### config.mk
export PLATFORM = sky130hd
export DESIGN_NAME = load_store_unit
export DESIGN_NICKNAME = d
export VERILOG_FILES = /design/src/rtl/load_store_unit.sv
export SDC_FILE = /design/constraint.sdc
export NUM_CORES = 1
export LEC_CHECK = 0
export CAP_MARGIN = 25
export CORE_ASPECT_RATIO = 0.9
export CORE_UTILIZATION = 49
export CTS_BUF_LIST = sky130_fd_sc_hd__clkbuf_4
export CTS_CLUSTER_SIZE = 14
export DETAILED_ROUTE_END_ITERATION = 8
export PLACE_DENSITY = 0.88
export SETUP_SLACK_MARGIN = 0.15
export SYNTH_ARGS = -nofsm -noshare
export SYNTH_HDL_FRONTEND = slang
export SYNTH_SLANG_ARGS = --single-unit
### constraint.sdc
create_clock -name clk -period 3.1 [get_ports clk]
set_input_delay 0.775 -clock clk [delete_from_list [all_inputs] [get_ports clk]]
set_output_delay 0.775 -clock clk [all_outputs]
set_load 0.02 [all_outputs]
### src/rtl/load_store_unit.sv
// Memory stage behind the ALU. It turns a byte-addressed load/store into a doubleword-aligned
// valid/ready memory request, handles lane shifting and extension, and stalls the core until the access completes.
module load_store_unit #(
   parameter int MEM_AW = 9
) (
   input  logic              clk,
   input  logic              rst,
   input  logic              req_valid,
   input  logic              req_write,
   input  logic [1:0]        req_size,
   input  logic              req_unsigned,
   input  logic [63:0]       req_addr,
   input  logic [63:0]       req_wdata,
   output logic              stall,
   output logic              resp_valid,
   output logic [63:0]       resp_rdata,
   output logic              misaligned,
   output logic              mem_valid,
   input  logic              mem_ready,
   output logic              mem_we,
   output logic [MEM_AW-1:0] mem_addr,
   output logic [7:0]        mem_be,
   output logic [63:0]       mem_wdata,
   input  logic              mem_rvalid,
   input  logic [63:0]       mem_rdata
);

   localparam logic [1:0] ST_IDLE   = 2'd0;
   localparam logic [1:0] ST_REQ    = 2'd1;
   localparam logic [1:0] ST_WAIT_R = 2'd2;
   localparam logic [1:0] ST_DONE   = 2'd3;

   logic [1:0]        state_r;
   logic [1:0]        state_nxt_s;
   logic [2:0]        off_r;
   logic [1:0]        size_r;
   logic              unsigned_r;
   logic              mem_valid_r;
   logic              mem_we_r;
   logic [MEM_AW-1:0] mem_addr_r;
   logic [7:0]        mem_be_r;
   logic [63:0]       mem_wdata_r;
   logic              resp_valid_r;
   logic [63:0]       resp_rdata_r;
   logic              misaligned_r;
   logic              misalign_s;
   logic              stall_s;
   logic              unused_addr_s;

   // An access must sit wholly inside one doubleword, i.e. be naturally aligned.
   function automatic logic is_misaligned(input logic [1:0] size, input logic [2:0] off);
      logic bad;
      case (size)
         2'b00:   bad = 1'b0;
         2'b01:   bad = (off[0] != 1'b0);
         2'b10:   bad = (off[1:0] != 2'b00);
         2'b11:   bad = (off != 3'b000);
         default: bad = 1'b0;
      endcase
      return bad;
   endfunction

   function automatic logic [7:0] size_mask(input logic [1:0] size);
      logic [7:0] m;
      case (size)
         2'b00:   m = 8'h01;
         2'b01:   m = 8'h03;
         2'b10:   m = 8'h0F;
         2'b11:   m = 8'hFF;
         default: m = 8'h00;
      endcase
      return m;
   endfunction

   // Doubleword loads have nothing to extend, so the unsigned flag does not matter there.
   function automatic logic [63:0] load_extend(input logic [63:0] raw, input logic [1:0] size,
                                               input logic uns);
      logic [63:0] v;
      case (size)
         2'b00:   v = uns ? {56'd0, raw[7:0]}  : {{56{raw[7]}},  raw[7:0]};
         2'b01:   v = uns ? {48'd0, raw[15:0]} : {{48{raw[15]}}, raw[15:0]};
         2'b10:   v = uns ? {32'd0, raw[31:0]} : {{32{raw[31]}}, raw[31:0]};
         2'b11:   v = raw;
         default: v = 64'd0;
      endcase
      return v;
   endfunction

   assign misalign_s    = is_misaligned(req_size, req_addr[2:0]);
   assign unused_addr_s = ^req_addr[63:MEM_AW+3];

   // Stall is combinational so the core freezes in the same cycle the request shows up.
   always_comb begin
      stall_s = 1'b0;
      if (rst) begin
         stall_s = 1'b0;
      end else begin
         stall_s = ((state_r == ST_IDLE) && req_valid) || (state_r == ST_REQ) ||
                   (state_r == ST_WAIT_R);
      end
   end

   // Next-state selection.
   always_comb begin
      state_nxt_s = state_r;
      case (state_r)
         ST_IDLE: begin
            if (req_valid) begin
               state_nxt_s = misalign_s ? ST_DONE : ST_REQ;
            end else begin
               state_nxt_s = ST_IDLE;
            end
         end
         ST_REQ: begin
            if (mem_ready) begin
               state_nxt_s = mem_we_r ? ST_DONE : ST_WAIT_R;
            end else begin
               state_nxt_s = ST_REQ;
            end
         end
         ST_WAIT_R: begin
            if (mem_rvalid) begin
               state_nxt_s = ST_DONE;
            end else begin
               state_nxt_s = ST_WAIT_R;
            end
         end
         ST_DONE: state_nxt_s = ST_IDLE;
         default: state_nxt_s = ST_IDLE;
      endcase
   end

   // State, memory-request and response registers.
   always_ff @(posedge clk) begin
      if (rst) begin
         state_r      <= ST_IDLE;
         off_r        <= 3'd0;
         size_r       <= 2'd0;
         unsigned_r   <= 1'b0;
         mem_valid_r  <= 1'b0;
         mem_we_r     <= 1'b0;
         mem_addr_r   <= '0;
         mem_be_r     <= 8'h00;
         mem_wdata_r  <= 64'd0;
         resp_valid_r <= 1'b0;
         resp_rdata_r <= 64'd0;
         misaligned_r <= 1'b0;
      end else begin
         state_r      <= state_nxt_s;
         resp_valid_r <= 1'b0;
         misaligned_r <= 1'b0;
         case (state_r)
            ST_IDLE: begin
               if (req_valid) begin
                  off_r        <= req_addr[2:0];
                  size_r       <= req_size;
                  unsigned_r   <= req_unsigned;
                  resp_rdata_r <= 64'd0;
                  if (misalign_s) begin
                     resp_valid_r <= 1'b1;
                     misaligned_r <= 1'b1;
                  end else begin
                     mem_valid_r <= 1'b1;
                     mem_we_r    <= req_write;
                     mem_addr_r  <= req_addr[MEM_AW+2:3];
                     mem_be_r    <= size_mask(req_size) << req_addr[2:0];
                     mem_wdata_r <= req_wdata << {req_addr[2:0], 3'b000};
                  end
               end
            end
            ST_REQ: begin
               // Stores complete on acceptance; loads still wait for read data.
               if (mem_ready) begin
                  mem_valid_r  <= 1'b0;
                  resp_valid_r <= mem_we_r;
               end
            end
            ST_WAIT_R: begin
               if (mem_rvalid) begin
                  resp_rdata_r <= load_extend(mem_rdata >> {off_r, 3'b000}, size_r, unsigned_r);
                  resp_valid_r <= 1'b1;
               end
            end
            ST_DONE: begin
               resp_valid_r <= 1'b0;
            end
            default: begin
               resp_valid_r <= 1'b0;
            end
         endcase
      end
   end

   assign stall      = stall_s;
   assign resp_valid = resp_valid_r;
   assign resp_rdata = resp_rdata_r;
   assign misaligned = misaligned_r;
   assign mem_valid  = mem_valid_r;
   assign mem_we     = mem_we_r;
   assign mem_addr   = mem_addr_r;
   assign mem_be     = mem_be_r;
   assign mem_wdata  = mem_wdata_r;

endmodule
### Metal layers overlaid

The bar under the picture is 50 µm long.
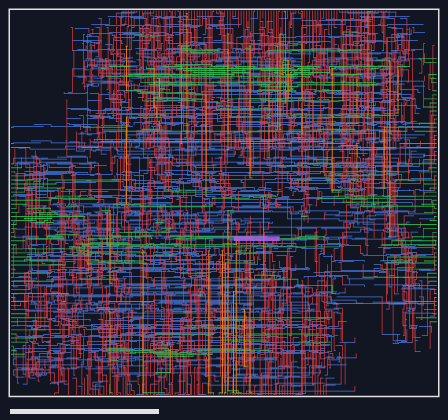
[M4] orange | wire length: 1210 µm
[M5] purple | wire length: 13.8 µm
[M3] green | wire length: 3150 µm
[M1] blue | wire length: 13800 µm
[M2] red | wire length: 13800 µm

### Nets reached from selected ports

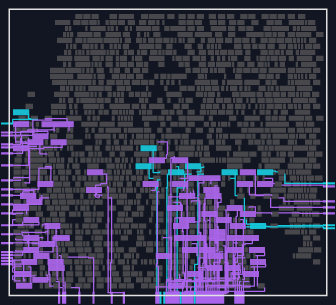
[mem_be] cyan | direction: output | end cells: 8 | buffers: 8 | wire: 413 µm
[mem_wdata] purple | direction: output | end cells: 64 | buffers: 64 | wire: 2440 µm
number of top-level pins: 351
quantity of I/O buffers inserted on ports: 298

### Register map, names as in the netlist

The bar under the picture is 50 µm long. Other sequential cells in the stronger grey, the rest of the logic in the fainter grey.
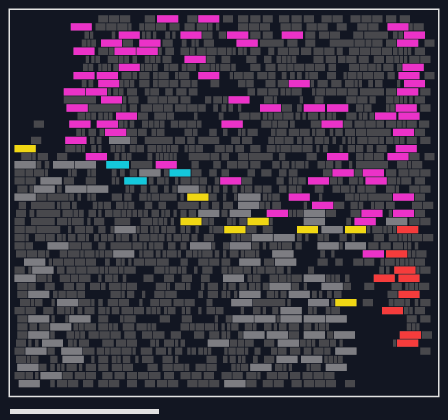
[mem_addr] red | flops: 9
[resp_rdata] magenta | flops: 64
[off_r] cyan | flops: 3
[mem_be] yellow | flops: 8
not coloured: 73

==> COMMIT_EDITMSG <==
Add synthesis and place-and-route results

- The worst setup path is launched from a primary input.
- Clock power frac: 27.3%
- The run finished with clean final reports.
- RSZ-0062 raised after global routing: no
- Total via count after detailed routing: 9578
* Final wirelength: 32000 µm
- Among all flip-flop cells after synthesis, the most frequent one is sky130_fd_sc_hd__dfxtp_1.
- Count of library flops with an enable pin: 0
- Root Buffer: sky130_fd_sc_hd__clkbuf_4
* Setup slack of the worst register-to-register path: 0.66 ns
* Gate count after technology mapping: about 1100
- The chip area line in the Yosys stat output reads approximately 8800 µm².
- Post-synthesis to final-layout area growth: 40.2%
- Worst-case reg-to-reg path depth: 6
* Nets: 1546
- Switch Pwr: approximately 1.9 mW
- The initial antenna violation count is 2.
- For this run, design rule violations remaining after detail routing come to 0.
- The number of cells reported by Yosys stat comes to 1095.
- After global routing the overflow that remains totals 0.
- Overall track demand over capacity in global routing: 33.5%
* Final hold violations: 0
* Net Count, Synth: 1296
- Clock transition at the register clock pins on the worst setup and hold paths after CTS: approximately 0.14 ns
- Of the total power, the share spent switching nets is 34.5%.
- The worst setup path is of the primary input to primary output kind.
- The tool warning count for the run is 78.
* Final worst-path setup slack: 0.257 ns
- Placer's final routability congestion estimate: 0.959
- Portion of synthesized cell area occupied by the leading cell type: between 30% and 40%
* Post-route ant nets: 0
- In this build the clock could be raised as far as 352 MHz.
- Distinct cell type count after synthesis: 50
- Sequential elements use 35.5% of the synthesized area.
- Hpwl dp: 24200 µm
- On the critical path the data arrives at around 2.1 ns.
- Once the floorplan was initialized, standard cells occupied 50.0% of the core.
- For reference, the final report shows the max-slew violation count at 0.
- Entering global routing, the biggest net connects slightly above 70 pins.
- After synthesis, the most frequently instantiated cells are sky130_fd_sc_hd__dfxtp_1, sky130_fd_sc_hd__nand2_1, sky130_fd_sc_hd__nor2_1.
* Latency at later pin: 0.58 ns
- In this run the mean area of a mapped cell was approximately 8.1 µm².
- The via count of the first global-routing pass came to 8495.
- Post-synthesis cell type with the largest combined area: sky130_fd_sc_hd__dfxtp_1
- CTS tree: yes
- According to the floorplan log, the row count is 46.
* Die ar.: 18600 µm²
- Worst slew margin relative to its limit: 49.2%
* CP max stage cell: sky130_fd_sc_hd__clkdlybuf4s50_1
- Final count of negative-setup-slack endpoints: 0
- The largest single stage delay on the critical path is between 0.5 and 0.6 ns.
- The finished cells cover 12400 µm².
- Pleak: between 4 and 5 nW
- The placement stage leaves a total instance area of 12100 µm².
- Worst-path maximum fanout: 2
- Share of final-layout standard cells stronger than drive strength 1: 9.20%
- Total power consumption of the routed design: 5.45 mW
- Final hold analysis gives a worst-case slack of approximately 0.46 ns.
- From bottom edge to top edge, the die measures 129 µm.
- Req. time, crit path: 2.32 ns
- STA classifies the critical path endpoint as a primary output.
- Cell internal power was estimated by the tool at approximately 3.6 mW.
- Counting instances, the worst hold path has a depth of 2.
- Die x size: 144 µm
- Syn Std Cell Area: 8840 µm²
- Number of violations reported at the end of detailed-routing iteration 0: 1021
### Cell sizes after repair

The bar under the picture is 50 µm long.
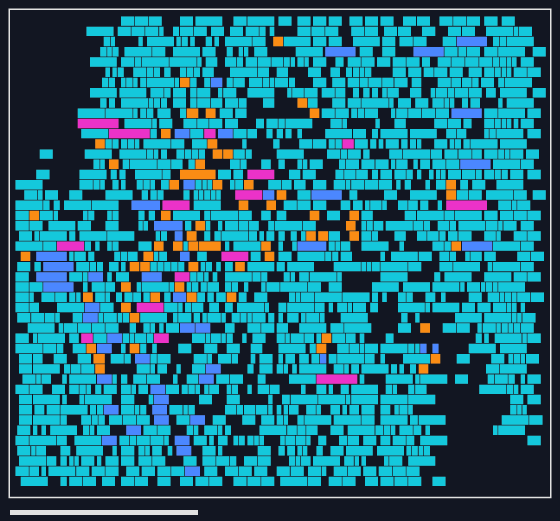
[x6 and larger] magenta | cells: 15 | most used: buf_12
[x1 and smaller] cyan | cells: 1233 | most used: clkdlybuf4s50_1
[x2] blue | cells: 48 | most used: mux2_2
[x3 and x4] orange | cells: 62 | most used: buf_4

### Clock nets

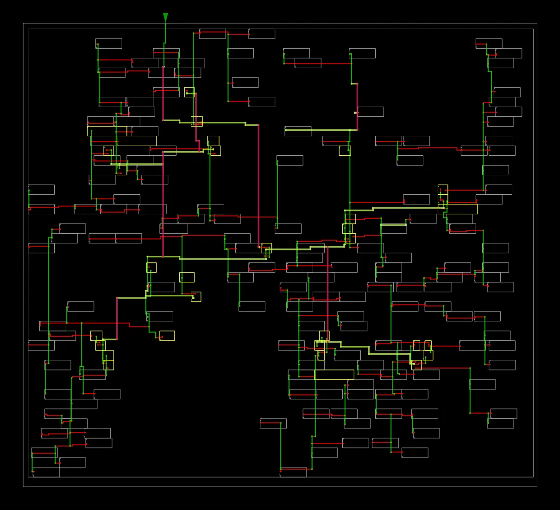
Num CTS Buffers: 17
sink count of the clock tree: 157
Power Clock: 1.49 mW
tally of clock buffers in the finished layout: 17
Max Clock Skew: 0.0210 ns

==> repair_timing <==
item,in CTS,in global routing
setup endpoints to repair,1,1
hold buffers,0,0
gates cloned,0,0
setup buffers,0,0
gates resized,1,1
pin swaps,0,0
==> metal layers <==
layer / wire length (µm) / vias up / share of wire, % / GRT usage, %
met5: 13 / - / 0.041 / 0
met4: 1210 / 2 / 3.8 / 14.8
met3: 3150 / 90 / 9.9 / 8.83
met2: 13800 / 533 / 43 / 49.0
met1: 13800 / 4450 / 43 / 46.3
li1: - / 4503 / - / -
==> final timing paths <==
path / start / end
worst max-delay path: req_valid / stall
worst min-delay path: resp_rdata[58] / resp_rdata[58]
worst max register to register: off_r[2] / resp_rdata[12]
worst min register to register: resp_rdata[58] / resp_rdata[58]
==> power groups by stage <==
stage / Combinational [mW] / Sequential [mW] / Clock [mW]
final: 1.73 / 2.24 / 1.49
after global routing: 1.83 / 2.25 / 1.58
after detailed placement: 1.69 / 2.28 / 0
after global placement: 1.66 / 2.28 / 0
after floorplan: 0.836 / 2.38 / 0
after CTS: 1.69 / 2.23 / 1.49
==> stage by stage <==
stage | cells | TNS (ns) | util, %
floorplan | 1095 | 0 | -
global placement | 1565 | -0.109 | 68.2
detailed placement | 1566 | -0.0519 | 68.2
CTS | 1598 | 0 | 70.1
global route | 1599 | 0 | 70.2
finish | 1599 | 0 | 70.2
==> registers in the layout, summed over array words and instances (netlist names) <==
name and cells:
mem_addr 9, mem_be 8, mem_valid 1, mem_wdata 64, mem_we 1, misaligned 1
off_r 3, resp_rdata 64, resp_valid 1, size_r 2, state_r 2, unsigned_r 1
==> critical path: cells and delay by family <==
kind	cells	cell delay, ns
buffers and inverters	2	0.93
and+or+nand+nor	1	0.06
AOI/OAI and AO/OA	1	0.29
==> cell families (layout without fill, tap and decap cells) <==
kind of cell | after synthesis | after routing | synth area share [%]
AOI/OAI and AO/OA | 339 | 339 | 24.7
buffers and inverters | 115 | 378 | 5.66
DFF | 157 | 157 | 35.5
muxes | 127 | 127 | 16.3
other | 0 | 1 | 0
and+or+nand+nor | 357 | 357 | 17.8
==> cells in the final DEF, fill, tap and decap left out, drive strengths merged, types with 2 or more instances in the layout <==
cell / n
a211oi: 61
mux4: 11
o21a: 8
nor3b: 3
or3: 22
clkinv: 6
buf: 46
o22a: 8
a22oi: 8
dfxtp: 157
o21ai: 77
bufinv: 4
nor3: 37
nor2b: 12
mux2i: 91
a21o: 2
a211o: 2
clkbuf: 17
o221ai: 6
a221oi: 2
nand3: 15
a21oi: 104
clkdlybuf4s50: 294
nand2b: 12
a311oi: 16
a2bb2oi: 22
nor2: 107
inv: 9
o211ai: 9
nand2: 142
a31o: 2
mux2: 25
or4: 2
a2111oi: 7
==> cell type report <==
cell class	instances	area, µm²	area share [%]
Clock inverter	15	209	1.69
Clock buffer	17	128	1.03
Multi-Input combinational cell	823	5220	42.1
Tap cell	240	300	2.42
Timing Repair Buffer	341	3370	27.2
Sequential cell	157	3150	25.4
Antenna cell	1	2.50	0.0202
Inverter	5	18.8	0.151
Power is estimated from default activity; no workload was simulated.
